`src/rtl/ray_sample_scanner.sv`:
```
// Raster-order camera ray generator: SPP samples per pixel, 2-stage valid/ready pipeline.
// Define RAY_JITTER_EN for xorshift subpixel jitter; otherwise samples sit at pixel centre.
module ray_sample_scanner #(
    parameter int          H_RES   = 800,
    parameter int          V_RES   = 600,
    parameter int          SPP     = 4,
    parameter int          FRAC_W  = 16,
    parameter int          DIR_W   = 19,
    parameter logic [15:0] SCALE_X = 16'd193,
    parameter logic [15:0] SCALE_Y = 16'd193,
    parameter int          SHIFT_X = 77321,
    parameter int          SHIFT_Y = 57991,
    parameter logic [15:0] SEED_X  = 16'h1ACE,
    parameter logic [15:0] SEED_Y  = 16'hC0DE,
    localparam int PX_W = (H_RES > 1) ? $clog2(H_RES) : 1,
    localparam int PY_W = (V_RES > 1) ? $clog2(V_RES) : 1,
    localparam int S_W  = (SPP > 1) ? $clog2(SPP) : 1
) (
    input  logic                    clk,
    input  logic                    rst,
    input  logic                    start,
    output logic                    busy,
    output logic                    frame_done,
    output logic                    out_valid,
    input  logic                    out_ready,
    output logic signed [DIR_W-1:0] out_dir_x,
    output logic signed [DIR_W-1:0] out_dir_y,
    output logic signed [DIR_W-1:0] out_dir_z,
    output logic [PX_W-1:0]         out_pixel_x,
    output logic [PY_W-1:0]         out_pixel_y,
    output logic [S_W-1:0]          out_sample,
    output logic                    out_pix_last,
    output logic                    out_frame_last
);
    // state | meaning
    // IDLE  | waiting for start
    // SCAN  | issuing one sample per advance cycle
    // DRAIN | all samples issued, waiting for the frame-last ray to be accepted
    typedef enum logic [1:0] {IDLE, SCAN, DRAIN} state_t;

    localparam int COORD_W = PX_W + FRAC_W;
    localparam int PROD_W  = COORD_W + 16;
    localparam int DIR_Z_INT = -(1 << FRAC_W);
    localparam logic [PX_W-1:0] X_MAX = PX_W'(H_RES - 1);
    localparam logic [PY_W-1:0] Y_MAX = PY_W'(V_RES - 1);
    localparam logic [S_W-1:0]  S_MAX = S_W'(SPP - 1);

    generate
        if (SEED_X == 16'd0 || SEED_Y == 16'd0) begin : g_seed_check
            $error("xorshift seeds must be non-zero");
        end
    endgenerate

    state_t            state;
    logic [S_W-1:0]    cnt_s;
    logic [PX_W-1:0]   cnt_x;
    logic [PY_W-1:0]   cnt_y;
    logic              s1_valid;
    logic [COORD_W-1:0] s1_x, s1_y;
    logic [S_W-1:0]    s1_s;
    logic              s1_pl, s1_fl;

    logic advance, issue, last_s, last_x, last_y;
    logic [FRAC_W-1:0] off_x, off_y;
    logic [PROD_W-1:0] prod_x, prod_y;
    logic [DIR_W-1:0]  dir_x, dir_y;

    assign advance    = !out_valid || out_ready;
    assign issue      = advance && (state == SCAN);
    assign last_s     = (cnt_s == S_MAX);
    assign last_x     = (cnt_x == X_MAX);
    assign last_y     = (cnt_y == Y_MAX);
    assign busy       = (state != IDLE);
    assign frame_done = (state == DRAIN) && out_valid && out_ready && out_frame_last;
    assign out_dir_z  = DIR_W'(DIR_Z_INT);

`ifdef RAY_JITTER_EN
    logic [15:0] prng_x, prng_y, prng_x_nxt, prng_y_nxt;

    function automatic logic [15:0] xorshift(input logic [15:0] v);
        logic [15:0] t;
        t = v ^ (v << 7);
        t = t ^ (t >> 9);
        t = t ^ (t << 8);
        return t;
    endfunction

    assign prng_x_nxt = xorshift(prng_x);
    assign prng_y_nxt = xorshift(prng_y);
    assign off_x      = FRAC_W'(prng_x_nxt);
    assign off_y      = FRAC_W'(prng_y_nxt);

    // Seeded only by reset so consecutive frames draw fresh offsets.
    always_ff @(posedge clk or posedge rst) begin
        if (rst) begin
            prng_x <= SEED_X;
            prng_y <= SEED_Y;
        end else if (issue) begin
            prng_x <= prng_x_nxt;
            prng_y <= prng_y_nxt;
        end
    end
`else
    assign off_x = {1'b1, {(FRAC_W-1){1'b0}}};
    assign off_y = {1'b1, {(FRAC_W-1){1'b0}}};
`endif

    assign prod_x = PROD_W'(s1_x) * PROD_W'(SCALE_X);
    assign prod_y = PROD_W'(s1_y) * PROD_W'(SCALE_Y);
    assign dir_x  = DIR_W'((prod_x >> FRAC_W) - PROD_W'(SHIFT_X));
    assign dir_y  = DIR_W'((prod_y >> FRAC_W) - PROD_W'(SHIFT_Y));

    always_ff @(posedge clk or posedge rst) begin
        if (rst) begin
            state          <= IDLE;
            cnt_s          <= '0;
            cnt_x          <= '0;
            cnt_y          <= '0;
            s1_valid       <= 1'b0;
            s1_x           <= '0;
            s1_y           <= '0;
            s1_s           <= '0;
            s1_pl          <= 1'b0;
            s1_fl          <= 1'b0;
            out_valid      <= 1'b0;
            out_dir_x      <= '0;
            out_dir_y      <= '0;
            out_pixel_x    <= '0;
            out_pixel_y    <= '0;
            out_sample     <= '0;
            out_pix_last   <= 1'b0;
            out_frame_last <= 1'b0;
        end else begin
            case (state)
                IDLE: begin
                    if (start) begin
                        state <= SCAN;
                        cnt_s <= '0;
                        cnt_x <= '0;
                        cnt_y <= '0;
                    end
                end
                SCAN: begin
                    if (advance) begin
                        if (last_s) begin
                            cnt_s <= '0;
                            if (last_x) begin
                                cnt_x <= '0;
                                cnt_y <= last_y ? '0 : cnt_y + PY_W'(1);
                                if (last_y)
                                    state <= DRAIN;
                            end else begin
                                cnt_x <= cnt_x + PX_W'(1);
                            end
                        end else begin
                            cnt_s <= cnt_s + S_W'(1);
                        end
                    end
                end
                DRAIN: begin
                    if (frame_done)
                        state <= IDLE;
                end
                default: state <= IDLE;
            endcase

            if (advance) begin
                s1_valid <= issue;
                if (issue) begin
                    s1_x  <= {cnt_x, off_x};
                    s1_y  <= {cnt_y, off_y};
                    s1_s  <= cnt_s;
                    s1_pl <= last_s;
                    s1_fl <= last_s && last_x && last_y;
                end
                out_valid      <= s1_valid;
                out_dir_x      <= dir_x;
                out_dir_y      <= dir_y;
                out_pixel_x    <= s1_x[COORD_W-1:FRAC_W];
                out_pixel_y    <= s1_y[COORD_W-1:FRAC_W];
                out_sample     <= s1_s;
                out_pix_last   <= s1_pl;
                out_frame_last <= s1_fl;
            end
        end
    end
endmodule

```
`config.mk`:
```
export PLATFORM = sky130hd
export DESIGN_NAME = ray_sample_scanner
export DESIGN_NICKNAME = d
export VERILOG_FILES = /design/src/rtl/ray_sample_scanner.sv
export SDC_FILE = /design/constraint.sdc
export NUM_CORES = 1
export LEC_CHECK = 0
export ABC_AREA = 1
export CORE_AREA = 2 2 126 128
export CTS_CLUSTER_DIAMETER = 60
export DETAILED_ROUTE_END_ITERATION = 12
export DIE_AREA = 0 0 128 130
export GPL_TIMING_DRIVEN = 0
export HOLD_SLACK_MARGIN = 0.15
export PLACE_DENSITY_LB_ADDON = 0.12
export SETUP_SLACK_MARGIN = 0.5
export SLEW_MARGIN = 20
export SYNTH_ARGS = -nofsm -noshare
export SYNTH_HDL_FRONTEND = slang
export SYNTH_SLANG_ARGS = --single-unit
```
`constraint.sdc`:
```
create_clock -name clk -period 3.5 [get_ports clk]
set_input_delay 0.35 -clock clk [delete_from_list [all_inputs] [get_ports clk]]
set_output_delay 0.35 -clock clk [all_outputs]
set_load 0.005 [all_outputs]
```
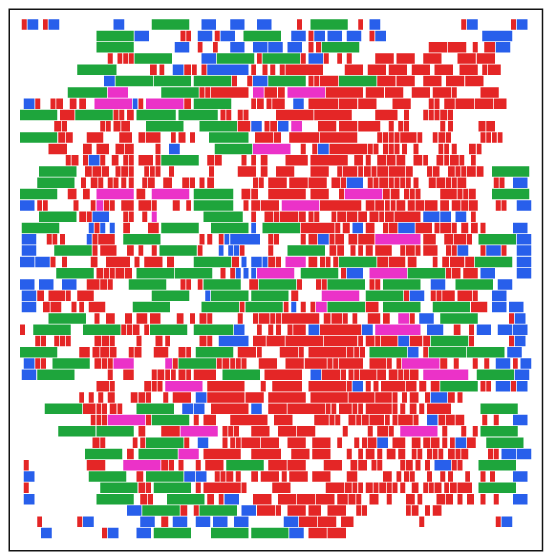
Figure 1: cells coloured by class.
Key: blue = remaining buffers and delay cells [cells 148, share of their area 13%]; magenta = clock drivers and dummy loads [cells 31, share of their area 6.0%]; red = remaining logic cells [cells 838, share of their area 53%]; green = registers [cells 113, share of their area 28%]
flop share of the area: 27.3%
Util after Layout: 67.6%
Site Rows: 46

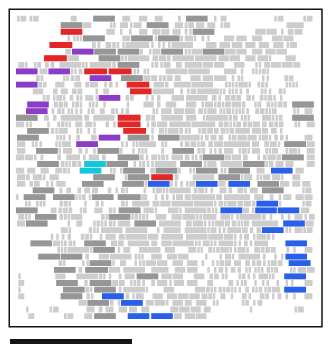
Figure 2: sequential cells grouped by signal name.
Scale bar: 50 um. Other sequential cells in the stronger grey, the rest of the logic in the fainter grey.
Key: blue = `out_dir_x` [placed flops 19]; red = `s1_y` [placed flops 11]; cyan = `cnt_s` [placed flops 2]; purple = `cnt_y` [placed flops 10, where top left]
Another 71 sequential cells are not coloured.

==> summary.txt <==
The flow completed. Sorting the synthesis cell report by count puts at the top nand2_1. Detailed-routed wire length on met2 landed at 9940 um. The via count of the first global-routing pass was between 6000 and 7000.

Warnings raised by the tools during the run amount to 39. Counting only logic cells after layout, the most numerous master is nand2_1. The clock H-tree reported by CTS has 4 levels. Inverter count landed at roughly 110. Summed over all cells, the static leakage comes to 0.00523 uW. The worst-case reg-to-reg setup slack stands at a little over 70 ps.

Worst-case vdd ir drop landed at around 640 uV. Period utilization landed at ~100%. TritonRoute output was used to compute an average wire per cell of ~16 um. Number of antenna-violating nets in the routed design landed at 0.

The cell family contributing the most delay on the critical path is adder cells. The layout has around 150 buffers outside the clock class. STA classifies the critical path startpoint as a flop. Per the timing report, the most critical flop-to-flop path finishes at out_dir_x[17]. DRC marker count from the first detailed-route iteration landed at between 400 and 500.

Maximum operating frequency landed at 292 MHz. The synthesized instance count is 973. The number of antenna violations at the first check in global routing was 0. After detailed routing, the total wire length is around 21000 um. Clock cells make up between 5 and 6% of the layout cell area. TritonCTS built the clock tree.

For this block, the via count after detailed routing is slightly below 7000. During tapcell insertion the tool placed 192 well taps. The gate-level netlist out of Yosys references just over 40 unique cell types. Number of antenna repair diodes landed at 0. Remaining global-route overflow landed at 0. The placement report lists the number of port buffers as about 68.

Final tally of max-slew violations landed at 0. Maximum number of buffers from clock root to sink landed at 2. Total buffers and inverters traversed by the critical path landed at 4.

The tree is rooted in a clkbuf_16. STA lists the startpoint of the worst register-to-register path as s1_x[17]. After detailed routing, no signal wire sits above met4.

Ranked by total area, the top cell class in this layout is logic gates. Portion of the post-synthesis area used by sequential elements landed at 36.5%. Area fraction of the dominant cell type after synthesis landed at 36.5%.

Weighted congestion reported at the end of routability-driven placement landed at about 0.9. Entering global routing, the biggest net connects 35 pins. Chip area landed at approximately 17000 um2. Number of warnings printed during yosys synthesis landed at 0. The clock reaches the later pin of the worst-skew pair after ~420 ps. Overall die height landed at ~130 um. Buffers outside the clock tree occupy 12.5% of the routed design's cell area.

Number of synthesized flops with an enable pin landed at 0. In the layout the commonest cells are nand2_1, dfrtp_1, inv_1. Yosys stat cell total landed at 973. The layout summary lists the proportion of cells stronger than drive strength 1 as 22.1%. Summed standard-cell area reported by yosys landed at 7740 um2.

Post-cts sizing count landed at 85. The synthesis report gives the async set-or-reset register share as 100%. Number of setup violations in the final report landed at 0. STA classifies the critical path endpoint as a flop. The launch point of the critical path was reported as s1_x[17]. Number of max-cap violations landed at 0. Combined flip-flop and latch cell area landed at about 2800 um2. Following the worst setup path forward leads to its endpoint at out_dir_x[17]. Before placement the cells fill around half of the core. Count of buffers added by post-CTS timing repair for setup landed at 27. For this run, the detailed router's first-pass iteration total came to 4. Worst-margin pin slew landed at between 900 and 1000 ps. Synthesized area divided by synthesized cell count landed at slightly below 8 um2. Synthesis inferred roughly 110 register bits. Number of filler instances in the final layout landed at approximately 1200. Setup repair after global routing could not meet its margin everywhere. Maximum single-stage delay on the critical path landed at ~530 ps. Post-CTS clock slew at the launch and capture registers of the worst setup and hold paths landed at around 50 ps. Worst slew slack as a fraction of its limit landed at roughly two fifths. The number of clock sinks came to 113. After detailed routing, the met3 layer carries roughly 890 um of wire.

In this run the layout overhead on the synthesized area is reported as 34.6%. Among all flip-flop cells after synthesis, the most frequent one is dfrtp_1. Critical path data arrival time landed at 3730 ps. The critical path runs through a total of 20 cells. Routed length on met1 landed at approximately 9000 um.

Global-route wire length before repair landed at 32600 um. In the layout the tool counted multi-input logic cells amounting to 724. After the last flow step, the layout net total stands at between 1000 and 1500. In this run the worst path has a maximum fanout of 3. Sorting the Yosys area breakdown by cell type puts at the top dfrtp_1.

Counting I/O delays and the setup requirement, the final critical path takes 3430 ps. The completed layout was analyzed and its total power is between 9000 and 10000 uW. The layout report gives the multi-input gate share of total cell area as between 40 and 50%.

During I/O placement, the number of pins put on the boundary was 88. The flow ran to the end, and the final reports show no timing, DRC or antenna violations. Final-report hold violation count landed at 0. The timing report shows the most common cell along the critical path to be nand2_2. The script parses the final routing iteration and logs DRC violations as 0. Leaving out buffers and inverters, the combinational logic in the layout accounts for ~5000 um2. Looking at the critical path, the single cell with the biggest stage delay is fa_2. Hold buffer count at CTS landed at 0. Horizontal extent of the die landed at between 100 and 150 um. The critical path is of the reg2reg type. The critical path goes through inv_2 -> buf_12 -> ha_4 -> ha_4 -> fa_1 -> ha_4 -> inv_2 -> fa_2 -> inv_2 -> or2_4 -> nor2_4 -> nor2_2 -> nand2_2 -> nand2_2 -> nand2_2 -> nand2_2 -> nand2_1 -> nand2_1 -> nand3_1 -> nand2_1. The design has 113 sequential cells. In the routed layout, each cell is associated on average with a via count of between 5 and 6. The min-delay analysis places its worst path in the category in2async. Core outline area landed at 15400 um2. Logic depth along the worst register-to-register path is recorded as 20. For reference, the top cells by area after synthesis are dfrtp_1, ha_1, nand2_1. Summing every instance area after synthesis gives 7740 um2. Once detailed placement completed, the half-perimeter wirelength came to 14500 um.

At the worst endpoint, the required time is 3800 ps. In the global route stage, overall resource usage came out at 25.3%. The synthesis run shows the most used standard cells to be nand2_1, dfrtp_1, ha_1, inv_1, o21ai_0. Final sum of negative setup slack landed at 0 ps. The script computed a power per unit cell area of approximately 940 nW/um2.
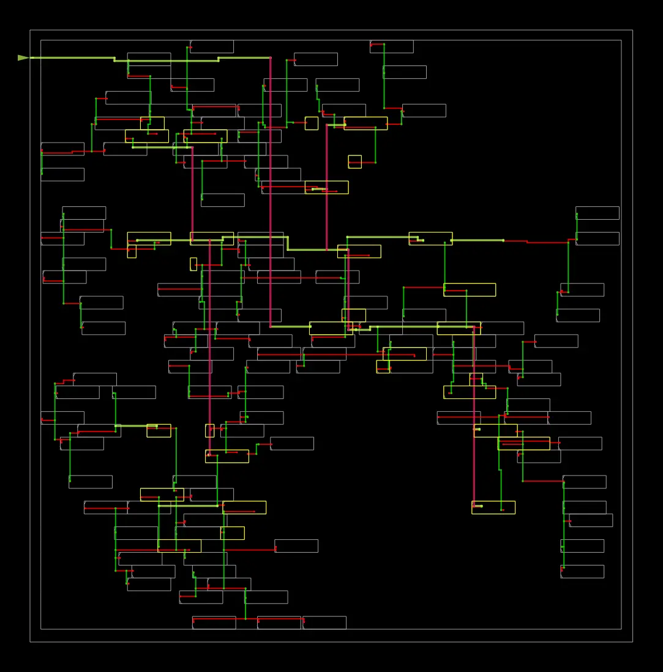
Figure 3: the clock network.
Layout clock buffers: 22
worst setup skew after layout: 10.5 ps
total CTS buffers: 17

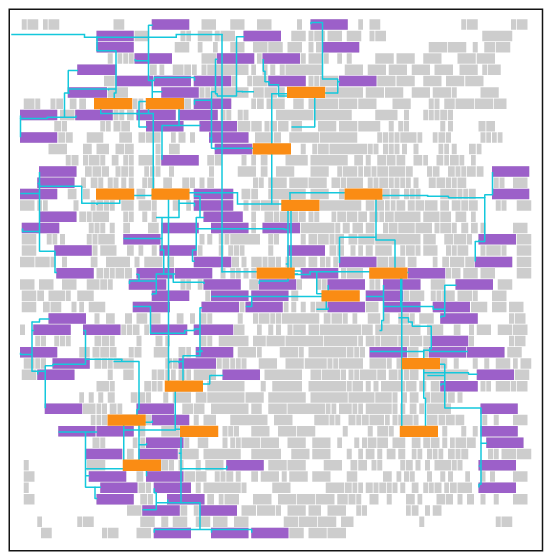
Figure 4: clock wires, drivers and flops.
Key: purple = flip-flops [count 113]; orange = clock-net drivers [count 17]; cyan = clock wires [length 1550 um]
There are 18 routed clock nets.

sequential cells by signal, summed over array words and instances, names as in the netlist, 2 cells and up:
signal and flops:
out_dir_x 19, out_dir_y 19, s1_y 11, cnt_x 10, cnt_y 10, out_pixel_x 10
out_pixel_y 10, s1_x 10, cnt_s 2, out_sample 2, s1_s 2, state 2
power breakdown:
| part | internal [uW] | switching [uW] |
|---|---|---|
| clock | 1190 | 603 |
| sequential | 1690 | 290 |
| combinational | 2890 | 3120 |
through the flow:
step	std cells	util [%]	instance area, um2	setup slack (ps)	hold slack (ps)
global placement	1250	57.1	8810	-173	430
CTS	1311	65.3	10100	33.7	418
detailed placement	1253	57.6	8880	-208	448
finish	1322	67.6	10400	70.8	404
global route	1322	67.6	10400	-56.5	465
floorplan	990	-	7890	181	420
logic make-up (layout without fill, tap and decap cells):
logic type | Yosys count | count (layout) | synth area share, %
and+or+nand+nor | 464 | 464 | 25.4
buffers and inverters | 153 | 293 | 8.60
adders and majority gates | 118 | 118 | 19.7
DFF | 113 | 113 | 36.5
AOI/OAI and AO/OA | 102 | 102 | 7.31
xor gates and xnor gates | 21 | 21 | 2.38
other | 2 | 19 | 0.0970
worst min path at each step:
stage / startpoint / end / slack, ps / depth (start not counted)
3_3_place_gp: s1_valid / out_valid / 430 / 2
6_report: rst / out_pixel_y[1] / 400 / 2
2_1_floorplan: s1_valid / out_valid / 420 / 2
4_1_cts: rst / out_dir_y[1] / 420 / 2
3_5_place_dp: s1_valid / out_valid / 450 / 2
5_1_grt: rst / out_dir_y[1] / 470 / 2
layer usage:
metal,global-route usage (%),up-vias
met5,0,-
met4,8.34,0
met3,3.49,35
met2,43.0,190
met1,33.6,3257
li1,-,3404
No activity file was given, so power comes from the tool's default toggle rates.
